Run 1, gate-type map:
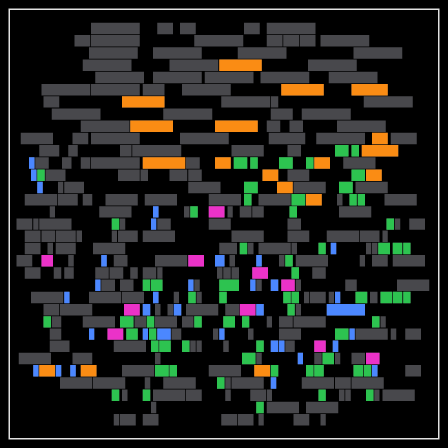
Run 1, power grid:
Pins as bars on the die edge.
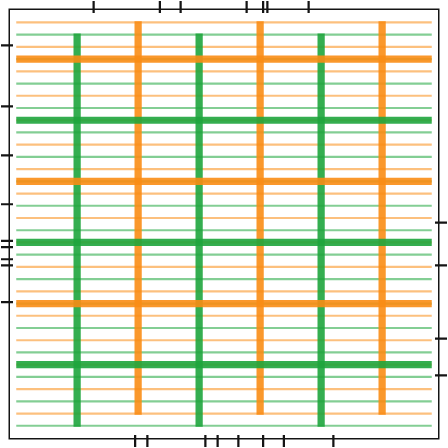
Run 1, register map, names as in the netlist:
Other sequential cells in the stronger grey, the rest of the logic in the fainter grey.
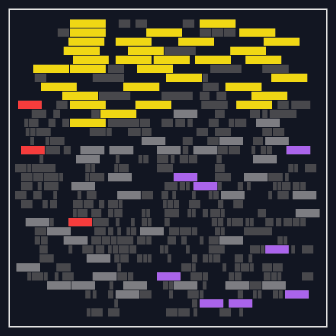
<file path="src/rtl/uart_tx_buffered_pkg.sv">
// Shared types and helpers for the buffered UART transmitter.
// The parity helper takes a zero-extended word so it serves every legal data width.
package uart_pkg;

   localparam int MAX_WIDTH = 16;
   localparam int DEF_DEPTH = 4;
   localparam int CNT_W     = $clog2(DEF_DEPTH + 1);

   typedef enum logic [2:0] {
      IDLE,
      START,
      DATA,
      PARITY,
      STOP
   } tx_state_t;

   // Zero-extension leaves the XOR reduction unchanged, so narrower words can share this.
   function automatic logic par_bit(input logic [MAX_WIDTH-1:0] data, input logic typ);
      return (^data) ^ typ;
   endfunction

endpackage

</file>
<file path="src/rtl/uart_tx_buffered_if.sv">
// Write-side valid/ready handshake into the transmitter FIFO.
interface uart_tx_buffered_if #(
   parameter int WIDTH = 8
);

   logic [WIDTH-1:0] P_DATA;
   logic             DATA_VALID;
   logic             DATA_READY;

   modport master (output P_DATA, output DATA_VALID, input DATA_READY);
   modport slave  (input P_DATA, input DATA_VALID, output DATA_READY);

endinterface

</file>
<file path="src/rtl/uart_tx_buffered_fifo.sv">
// Synchronous circular FIFO with first-word fall-through read data.
// Pointers carry one extra MSB so that full and empty can be told apart.
module uart_sync_fifo #(
   parameter int WIDTH = 8,
   parameter int DEPTH = 4
) (
   input  logic                           CLK,
   input  logic                           RST,
   input  logic                           i_push,
   input  logic [WIDTH-1:0]               i_data,
   input  logic                           i_pop,
   output logic [WIDTH-1:0]               o_data,
   output logic                           o_full,
   output logic                           o_empty,
   output logic [$clog2(DEPTH+1)-1:0]     o_count
);

   localparam int AW = $clog2(DEPTH);
   localparam int CW = $clog2(DEPTH + 1);

   logic [WIDTH-1:0] r_mem [DEPTH];
   logic [AW:0]      r_wrPtr;
   logic [AW:0]      r_rdPtr;
   logic             w_push;
   logic             w_pop;

   assign o_full  = (r_wrPtr[AW] != r_rdPtr[AW]) && (r_wrPtr[AW-1:0] == r_rdPtr[AW-1:0]);
   assign o_empty = (r_wrPtr == r_rdPtr);
   assign w_push  = i_push && !o_full;
   assign w_pop   = i_pop && !o_empty;
   assign o_data  = r_mem[r_rdPtr[AW-1:0]];
   assign o_count = CW'(r_wrPtr - r_rdPtr);

   always_ff @(posedge CLK) begin
      if (!RST) begin
         r_wrPtr <= '0;
         r_rdPtr <= '0;
      end else begin
         if (w_push) r_wrPtr <= r_wrPtr + 1'b1;
         if (w_pop)  r_rdPtr <= r_rdPtr + 1'b1;
      end
   end

   // Storage needs no reset: the pointers alone decide which entries are valid.
   always_ff @(posedge CLK) begin
      if (w_push) r_mem[r_wrPtr[AW-1:0]] <= i_data;
   end

endmodule

</file>
<file path="src/rtl/uart_tx_buffered.sv">
// Buffered UART transmitter: FIFO front end, baud divider and frame FSM.
// TX_OUT and Busy are registered one cycle behind the FSM state, giving a write-to-start-bit latency of two edges.
module uart_tx_buffered
   import uart_pkg::*;
#(
   parameter int WIDTH          = 8,
   parameter int DEPTH          = DEF_DEPTH,
   parameter int PRESCALE_WIDTH = 8
) (
   input  logic                        CLK,
   input  logic                        RST,
   uart_tx_buffered_if.slave           wr_if,
   input  logic [PRESCALE_WIDTH-1:0]   Prescale,
   input  logic                        PAR_EN,
   input  logic                        PAR_TYP,
   input  logic                        STP2,
   output logic                        TX_OUT,
   output logic                        Busy,
   output logic [$clog2(DEPTH+1)-1:0]  Fifo_Count
);

   localparam int IDX_W = $clog2(WIDTH);

   tx_state_t                 r_state;
   logic [PRESCALE_WIDTH-1:0] r_baud;
   logic [PRESCALE_WIDTH-1:0] r_prescale;
   logic [WIDTH-1:0]          r_shift;
   logic [IDX_W-1:0]          r_bitIdx;
   logic                      r_parEn;
   logic                      r_parBit;
   logic                      r_stp2;
   logic                      r_stop2nd;
   logic                      r_txOut;
   logic                      r_busy;

   logic [WIDTH-1:0]          w_fifoData;
   logic                      w_full;
   logic                      w_empty;
   logic                      w_bitEnd;
   logic                      w_pop;

   uart_sync_fifo #(
      .WIDTH (WIDTH),
      .DEPTH (DEPTH)
   ) u_fifo (
      .CLK     (CLK),
      .RST     (RST),
      .i_push  (wr_if.DATA_VALID),
      .i_data  (wr_if.P_DATA),
      .i_pop   (w_pop),
      .o_data  (w_fifoData),
      .o_full  (w_full),
      .o_empty (w_empty),
      .o_count (Fifo_Count)
   );

   assign wr_if.DATA_READY = !w_full;
   assign TX_OUT           = r_txOut;
   assign Busy             = r_busy;
   assign w_bitEnd         = (r_baud == '0);

   // A new frame starts from IDLE, or straight out of the final stop bit so queued frames run back to back.
   assign w_pop = !w_empty &&
                  ((r_state == IDLE) ||
                   ((r_state == STOP) && w_bitEnd && (!r_stp2 || r_stop2nd)));

   always_ff @(posedge CLK) begin
      if (!RST) begin
         r_state    <= IDLE;
         r_baud     <= '0;
         r_prescale <= '0;
         r_shift    <= '0;
         r_bitIdx   <= '0;
         r_parEn    <= 1'b0;
         r_parBit   <= 1'b0;
         r_stp2     <= 1'b0;
         r_stop2nd  <= 1'b0;
         r_txOut    <= 1'b1;
         r_busy     <= 1'b0;
      end else begin
         r_busy <= (r_state != IDLE);
         case (r_state)
            START:   r_txOut <= 1'b0;
            DATA:    r_txOut <= r_shift[0];
            PARITY:  r_txOut <= r_parBit;
            default: r_txOut <= 1'b1;
         endcase

         if (w_pop) begin
            r_state    <= START;
            r_shift    <= w_fifoData;
            r_baud     <= Prescale;
            r_prescale <= Prescale;
            r_parEn    <= PAR_EN;
            r_parBit   <= par_bit(MAX_WIDTH'(w_fifoData), PAR_TYP);
            r_stp2     <= STP2;
            r_stop2nd  <= 1'b0;
            r_bitIdx   <= '0;
         end else if (r_state != IDLE) begin
            if (!w_bitEnd) begin
               r_baud <= r_baud - PRESCALE_WIDTH'(1);
            end else begin
               r_baud <= r_prescale;
               case (r_state)
                  START: r_state <= DATA;
                  DATA: begin
                     r_shift <= r_shift >> 1;
                     if (r_bitIdx == IDX_W'(WIDTH - 1)) begin
                        r_bitIdx <= '0;
                        r_state  <= r_parEn ? PARITY : STOP;
                     end else begin
                        r_bitIdx <= r_bitIdx + IDX_W'(1);
                     end
                  end
                  PARITY: r_state <= STOP;
                  STOP: begin
                     if (r_stp2 && !r_stop2nd) r_stop2nd <= 1'b1;
                     else                      r_state   <= IDLE;
                  end
                  default: r_state <= IDLE;
               endcase
            end
         end
      end
   end

endmodule

</file>
<file path="src/flat_wrapper.sv">
// flat-port wrapper written by rule: the top's interface ports become plain ports
module uart_tx_buffered_flat import uart_pkg::*;
#(
   parameter int WIDTH          = 8,
   parameter int DEPTH          = DEF_DEPTH,
   parameter int PRESCALE_WIDTH = 8
)
  (CLK, RST, Prescale, PAR_EN, PAR_TYP, STP2, TX_OUT, Busy, Fifo_Count, wr_if_P_DATA, wr_if_DATA_VALID, wr_if_DATA_READY);
  uart_tx_buffered_if #(.WIDTH(WIDTH)) wr_if_i ();
  input  logic CLK;
  input  logic RST;
  input  logic [PRESCALE_WIDTH-1:0] Prescale;
  input  logic PAR_EN;
  input  logic PAR_TYP;
  input  logic STP2;
  output logic TX_OUT;
  output logic Busy;
  output logic [$clog2(DEPTH+1)-1:0] Fifo_Count;
  input wire logic [$bits(wr_if_i.P_DATA)-1:0] wr_if_P_DATA;
  input wire logic [$bits(wr_if_i.DATA_VALID)-1:0] wr_if_DATA_VALID;
  output wire logic [$bits(wr_if_i.DATA_READY)-1:0] wr_if_DATA_READY;
  assign wr_if_i.P_DATA = wr_if_P_DATA;
  assign wr_if_i.DATA_VALID = wr_if_DATA_VALID;
  assign wr_if_DATA_READY = wr_if_i.DATA_READY;
  uart_tx_buffered #(.WIDTH(WIDTH), .DEPTH(DEPTH), .PRESCALE_WIDTH(PRESCALE_WIDTH)) u_core (.CLK(CLK), .RST(RST), .wr_if(wr_if_i), .Prescale(Prescale), .PAR_EN(PAR_EN), .PAR_TYP(PAR_TYP), .STP2(STP2), .TX_OUT(TX_OUT), .Busy(Busy), .Fifo_Count(Fifo_Count));
endmodule
</file>
<file path="config.mk">
export PLATFORM = sky130hd
export DESIGN_NAME = uart_tx_buffered_flat
export DESIGN_NICKNAME = d
export VERILOG_FILES = /design/src/rtl/uart_tx_buffered_pkg.sv /design/src/rtl/uart_tx_buffered_if.sv /design/src/rtl/uart_tx_buffered_fifo.sv /design/src/rtl/uart_tx_buffered.sv /design/src/flat_wrapper.sv
export SDC_FILE = /design/constraint.sdc
export NUM_CORES = 1
export LEC_CHECK = 0
export CAP_MARGIN = 20
export CORE_UTILIZATION = 40
export CTS_CLUSTER_DIAMETER = 60
export DETAILED_ROUTE_END_ITERATION = 8
export GPL_TIMING_DRIVEN = 0
export PLACE_DENSITY_LB_ADDON = 0.05
export SLEW_MARGIN = 10
export SYNTH_ARGS = -nofsm -noshare
export SYNTH_HDL_FRONTEND = slang
export SYNTH_SLANG_ARGS = --single-unit
export TNS_END_PERCENT = 5
</file>
<file path="constraint.sdc">
create_clock -name CLK -period 2.95 [get_ports CLK]
set_input_delay 0.59 -clock CLK [delete_from_list [all_inputs] [get_ports CLK]]
set_output_delay 0.59 -clock CLK [all_outputs]
set_load 0.02 [all_outputs]
</file>
==> impl_results.html, run 1 <==
<h3>Run summary</h3>
<table>
<tr><th>Metric</th><th>Value</th></tr>
<tr><th colspan="2">Setup path</th></tr>
<tr><td>Slack of the worst reg-to-reg path</td><td>~0.35 ns</td></tr>
<tr><td>Endpoint type of the worst setup path</td><td>output pin</td></tr>
<tr><td>Critical setup path kind</td><td>reg -&gt; out</td></tr>
<tr><th colspan="2">Status</th></tr>
<tr><td>Result of the run</td><td>finished, final reports clean</td></tr>
<tr><th colspan="2">Worst hold path</th></tr>
<tr><td>Number of stages on the worst hold path</td><td>2</td></tr>
<tr><td>Hold Crit Endpoint</td><td>u_core.r_prescale[2]</td></tr>
<tr><td>Worst Min Path Start</td><td>u_core.r_prescale[2]</td></tr>
<tr><th colspan="2">Power and ir drop</th></tr>
<tr><td>Clock network power consumption</td><td>0.000744 W</td></tr>
<tr><td>Net switching power</td><td>0.00160 W</td></tr>
<tr><td>Switching power share of the total</td><td>0.402</td></tr>
<tr><td>Group drawing the most power</td><td>combinational logic</td></tr>
<tr><th colspan="2">Cells and area</th></tr>
<tr><td>Layout Nets</td><td>~380</td></tr>
<tr><td>Inverter tally of the final layout excluding the clock network</td><td>12</td></tr>
<tr><td>Clock network area share</td><td>0.0444</td></tr>
<tr><td>Cell group occupying the most layout area</td><td>flip-flops and latches</td></tr>
<tr><td>Seq area share</td><td>0.454</td></tr>
<tr><td>Logic area</td><td>roughly 1500 um2</td></tr>
<tr><td>FF/Latch Area</td><td>1840 um2</td></tr>
<tr><td>Number of sequential storage elements</td><td>76</td></tr>
<tr><th colspan="2">Clocking</th></tr>
<tr><td>Post-CTS setup repair buffer count</td><td>0</td></tr>
<tr><td>CTS Hold Buffers Added</td><td>0</td></tr>
<tr><td>Clock-pin slew of the registers on the worst-case setup and hold paths</td><td>0.09 ns</td></tr>
<tr><td>CTS tree</td><td>done</td></tr>
<tr><th colspan="2">Synthesis</th></tr>
<tr><td>Synth Area in Adders</td><td>0.0417</td></tr>
<tr><td>Cell count after synthesis</td><td>310</td></tr>
<tr><td>Max-area cell share</td><td>0.276</td></tr>
<tr><td>Post-synth ARST share</td><td>0</td></tr>
<tr><td>Ys cells</td><td>310</td></tr>
<tr><td>Complex Gates by Area</td><td>0.143</td></tr>
<tr><td>Register area share after synthesis</td><td>0.529</td></tr>
<tr><td>Synthesis area per yosys</td><td>between 3000 and 4000 um2</td></tr>
<tr><th colspan="2">Final timing</th></tr>
<tr><td>Cycle use final</td><td>0.954</td></tr>
<tr><td>Final TNS setup</td><td>0 ns</td></tr>
<tr><td>Final setup vio count</td><td>0</td></tr>
<tr><td>Hold Fails Final Rpt</td><td>0</td></tr>
<tr><td>Relative slew slack</td><td>0.512</td></tr>
<tr><td>Tmin final</td><td>2.81 ns</td></tr>
<tr><td>Setup clock skew after layout</td><td>0.0112 ns</td></tr>
<tr><th colspan="2">Detailed routing</th></tr>
<tr><td>Number of DRC markers after the initial detailed-route iteration</td><td>119</td></tr>
<tr><td>Routed wl met3</td><td>~300 um</td></tr>
<tr><td>Antenna-violating nets left</td><td>0</td></tr>
<tr><td>Uppermost layer routed</td><td>met4</td></tr>
<tr><th colspan="2">Placed design</th></tr>
<tr><td>IO Port Bufs</td><td>27</td></tr>
<tr><td>Placed Instances</td><td>~440</td></tr>
<tr><td>DP HPWL</td><td>5180 um</td></tr>
<tr><th colspan="2">Run</th></tr>
<tr><td>Tally of OpenROAD warnings</td><td>30</td></tr>
<tr><th colspan="2">GRT</th></tr>
<tr><td>Pin count of the biggest net entering global routing</td><td>16</td></tr>
</table>
About 'gate-type map':
family	colour	cells
inverting AOI/OAI gates	green	66
NOR gates	blue	34
AND-OR and OR-AND gates	magenta	10
multiplexers	orange	18
most frequently placed logic cell in the final layout: sky130_fd_sc_hd__dfxtp_1
final instance count without filler cells: 458
Comb/total area: 0.374

About 'power grid':
net	colour
VSS	green
VDD	orange
signal pins	28
met4 straps	6
met5 straps	6
rows	33
met1 rails	34
Placeable Area: 8300 um2
die x size: 95.3 um

About 'register map, names as in the netlist':
name in the netlist	colour	flops
u_core.r_prescale	purple	8
u_core.u_fifo.r_mem	yellow	32
u_core.u_fifo.r_wrPtr	red	3

==> run 1: through the flow <==
step                      power, W  hold slack, ns  worst slack (ns)
final                      0.00398           0.461             0.137
after global routing       0.00427           0.495           0.00784
after CTS                  0.00402           0.463            0.0974
after detailed placement   0.00326           0.451             0.406
after global placement     0.00326           0.443             0.382
after floorplan            0.00276           0.431             0.816
==> run 1: critical path: stages (launching register included) <==
cell and delay [ns]:
sky130_fd_sc_hd__dfxtp_1 0.40, sky130_fd_sc_hd__inv_1 0.10, sky130_fd_sc_hd__ha_1 0.22, sky130_fd_sc_hd__fa_1 0.37
sky130_fd_sc_hd__xnor2_1 0.16, sky130_fd_sc_hd__clkdlybuf4s50_1 0.62
==> run 2, diff against run 1 <==
ABC_AREA = 1   (was not set)
Run 2, close-up of the layout:
Region (0, 48) to (50, 98) um. Cells in grey, sequential cells in the stronger grey; small squares are vias.
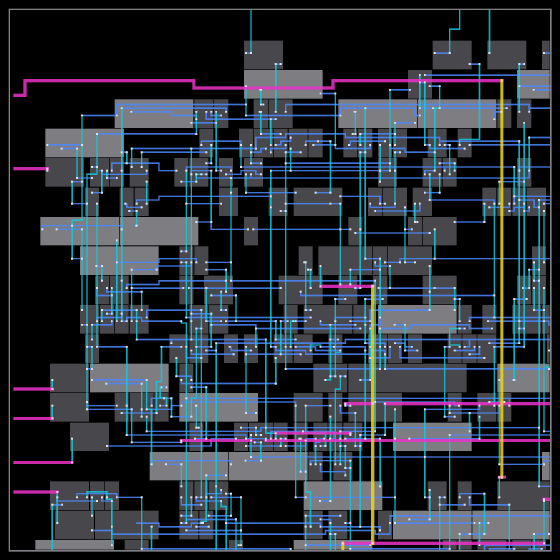
layer	colour
met1	blue
met2	cyan
met3	magenta
met4	yellow
cells with their middle in the window	154
netlist names of flops here include	u_core.r_baud (8), u_core.r_prescale (7), u_core.r_shift (2)
sequential cells in the window	18
most frequent	nand2_1 (39), inv_1 (20), dfxtp_1 (18)

==> run 2 against run 1 <==
Sequential power barely moved. Hold slack better by 0.0078 ns. Wire length up 7.8%. Global-route usage grew 0.11 points. Clock power increased by 28%. Sequential cell count is the same. Clock skew is 0.00083 ns lower.
==> impl_results.html, run 2 <==
<h3>Run summary</h3>
<table>
<tr><th>Metric</th><th>Value</th></tr>
<tr><th colspan="2">Status</th></tr>
<tr><td>Result of the run</td><td>finished, final reports clean</td></tr>
<tr><th colspan="2">Final timing</th></tr>
<tr><td>Final TNS setup</td><td>0 ns (unchanged)</td></tr>
<tr><td>Cycle use final</td><td>0.948 (-0.00544)</td></tr>
<tr><td>Final setup vio count</td><td>0 (unchanged)</td></tr>
<tr><td>Setup slack after layout</td><td>0.153 ns (+0.0161 ns)</td></tr>
<tr><td>Worst hold slack</td><td>0.469 ns (+0.00777 ns)</td></tr>
<tr><td>Setup clock skew after layout</td><td>0.0104 ns (-0.000825 ns)</td></tr>
<tr><td>Hold Fails Final Rpt</td><td>0 (unchanged)</td></tr>
<tr><th colspan="2">Cells and area</th></tr>
<tr><td>Clock network area share</td><td>0.0548 (+0.0105)</td></tr>
<tr><td>Comb/total area</td><td>0.356 (-0.0182)</td></tr>
<tr><td>Seq area share</td><td>0.420 (-0.0332)</td></tr>
<tr><td>FF/Latch Area</td><td>1840 um2 (unchanged)</td></tr>
<tr><td>Most frequently placed logic cell in the final layout</td><td>sky130_fd_sc_hd__nand2_1</td></tr>
<tr><td>Layout Nets</td><td>526 (+38%)</td></tr>
<tr><td>Final instance count without filler cells</td><td>606 (+32%)</td></tr>
<tr><td>Inverter tally of the final layout excluding the clock network</td><td>59 (+47)</td></tr>
<tr><td>Number of sequential storage elements</td><td>76 (unchanged)</td></tr>
<tr><th colspan="2">Clocking</th></tr>
<tr><td>Post-CTS setup repair buffer count</td><td>0 (unchanged)</td></tr>
<tr><td>CTS tree</td><td>done</td></tr>
<tr><td>Clock-pin slew of the registers on the worst-case setup and hold paths</td><td>0.08 ns (about the same)</td></tr>
<tr><td>CTS Buf Count</td><td>9</td></tr>
<tr><th colspan="2">Synthesis</th></tr>
<tr><td>Cell count after synthesis</td><td>454 (+46%)</td></tr>
<tr><td>Max-area cell share</td><td>0.258 (-0.0182)</td></tr>
<tr><td>Register area share after synthesis</td><td>0.495 (-0.0349)</td></tr>
<tr><td>Complex Gates by Area</td><td>0.118 (-0.0252)</td></tr>
<tr><td>Synth Area in Adders</td><td>0.0390 (-0.00275)</td></tr>
<tr><th colspan="2">Run</th></tr>
<tr><td>Tally of OpenROAD warnings</td><td>30 (unchanged)</td></tr>
<tr><th colspan="2">Placed design</th></tr>
<tr><td>Worst setup slack before clock tree synthesis</td><td>0.424 ns (+0.0182 ns)</td></tr>
<tr><td>IO Port Bufs</td><td>27 (unchanged)</td></tr>
<tr><td>DP HPWL</td><td>5710 um (+10%)</td></tr>
<tr><td>Placed Instances</td><td>589 (+33%)</td></tr>
<tr><th colspan="2">Setup path</th></tr>
<tr><td>Family with the most delay on the worst path</td><td>buffers and inverters</td></tr>
<tr><td>Biggest cell delay along the critical path</td><td>0.62 ns (about the same)</td></tr>
<tr><td>CP max-delay cell</td><td>sky130_fd_sc_hd__clkdlybuf4s50_1</td></tr>
<tr><td>Cells along the critical path</td><td>inv_1, ha_1, fa_1, xor2_1, clkdlybuf4s50_1</td></tr>
<tr><td>Critical setup path kind</td><td>reg -&gt; out</td></tr>
<tr><th colspan="2">Power and ir drop</th></tr>
<tr><td>Clock network power consumption</td><td>0.000953 W (+28%)</td></tr>
<tr><td>Group drawing the most power</td><td>combinational logic</td></tr>
<tr><td>Tot Pwr</td><td>0.00451 W (+13%)</td></tr>
<tr><td>Switching power share of the total</td><td>0.410 (+0.00821)</td></tr>
<tr><th colspan="2">Detailed routing</th></tr>
<tr><td>Number of DRC markers after the initial detailed-route iteration</td><td>109 (-8.4%)</td></tr>
<tr><td>Uppermost layer routed</td><td>met4</td></tr>
<tr><td>Post-DR wirelength/cell</td><td>13.2 um</td></tr>
<tr><th colspan="2">GRT</th></tr>
<tr><td>Pin count of the biggest net entering global routing</td><td>14 (-2)</td></tr>
<tr><th colspan="2">Die</th></tr>
<tr><td>Die x size</td><td>98.5 um (+3.4%)</td></tr>
<tr><td>Placeable Area</td><td>8850 um2 (+6.6%)</td></tr>
</table>
[run 2: netlist changes by cell type after synthesis, sizes merged, moves of 8 or more]
cell and change:
nand3 +28, inv +47, mux2i -9, nand2 +107, mux4 -8, xnor2 -10
o21ai +13
[run 2: path summary, 6_finish.rpt]
| kind | start | endpoint | slack (ns) | cells after the start |
|---|---|---|---|---|
| worst max-delay path | u_core.u_fifo.r_wrPtr[0] | Fifo_Count[2] | 0.15 | 5 |
| worst min-delay path | u_core.r_shift[7] | u_core.r_shift[7] | 0.47 | 2 |
| worst max register to register | u_core.u_fifo.r_wrPtr[0] | u_core.u_fifo.r_mem[2][2] | 0.81 | 5 |
| worst min register to register | u_core.r_shift[7] | u_core.r_shift[7] | 0.47 | 2 |
Power and IR drop assume default switching activity.
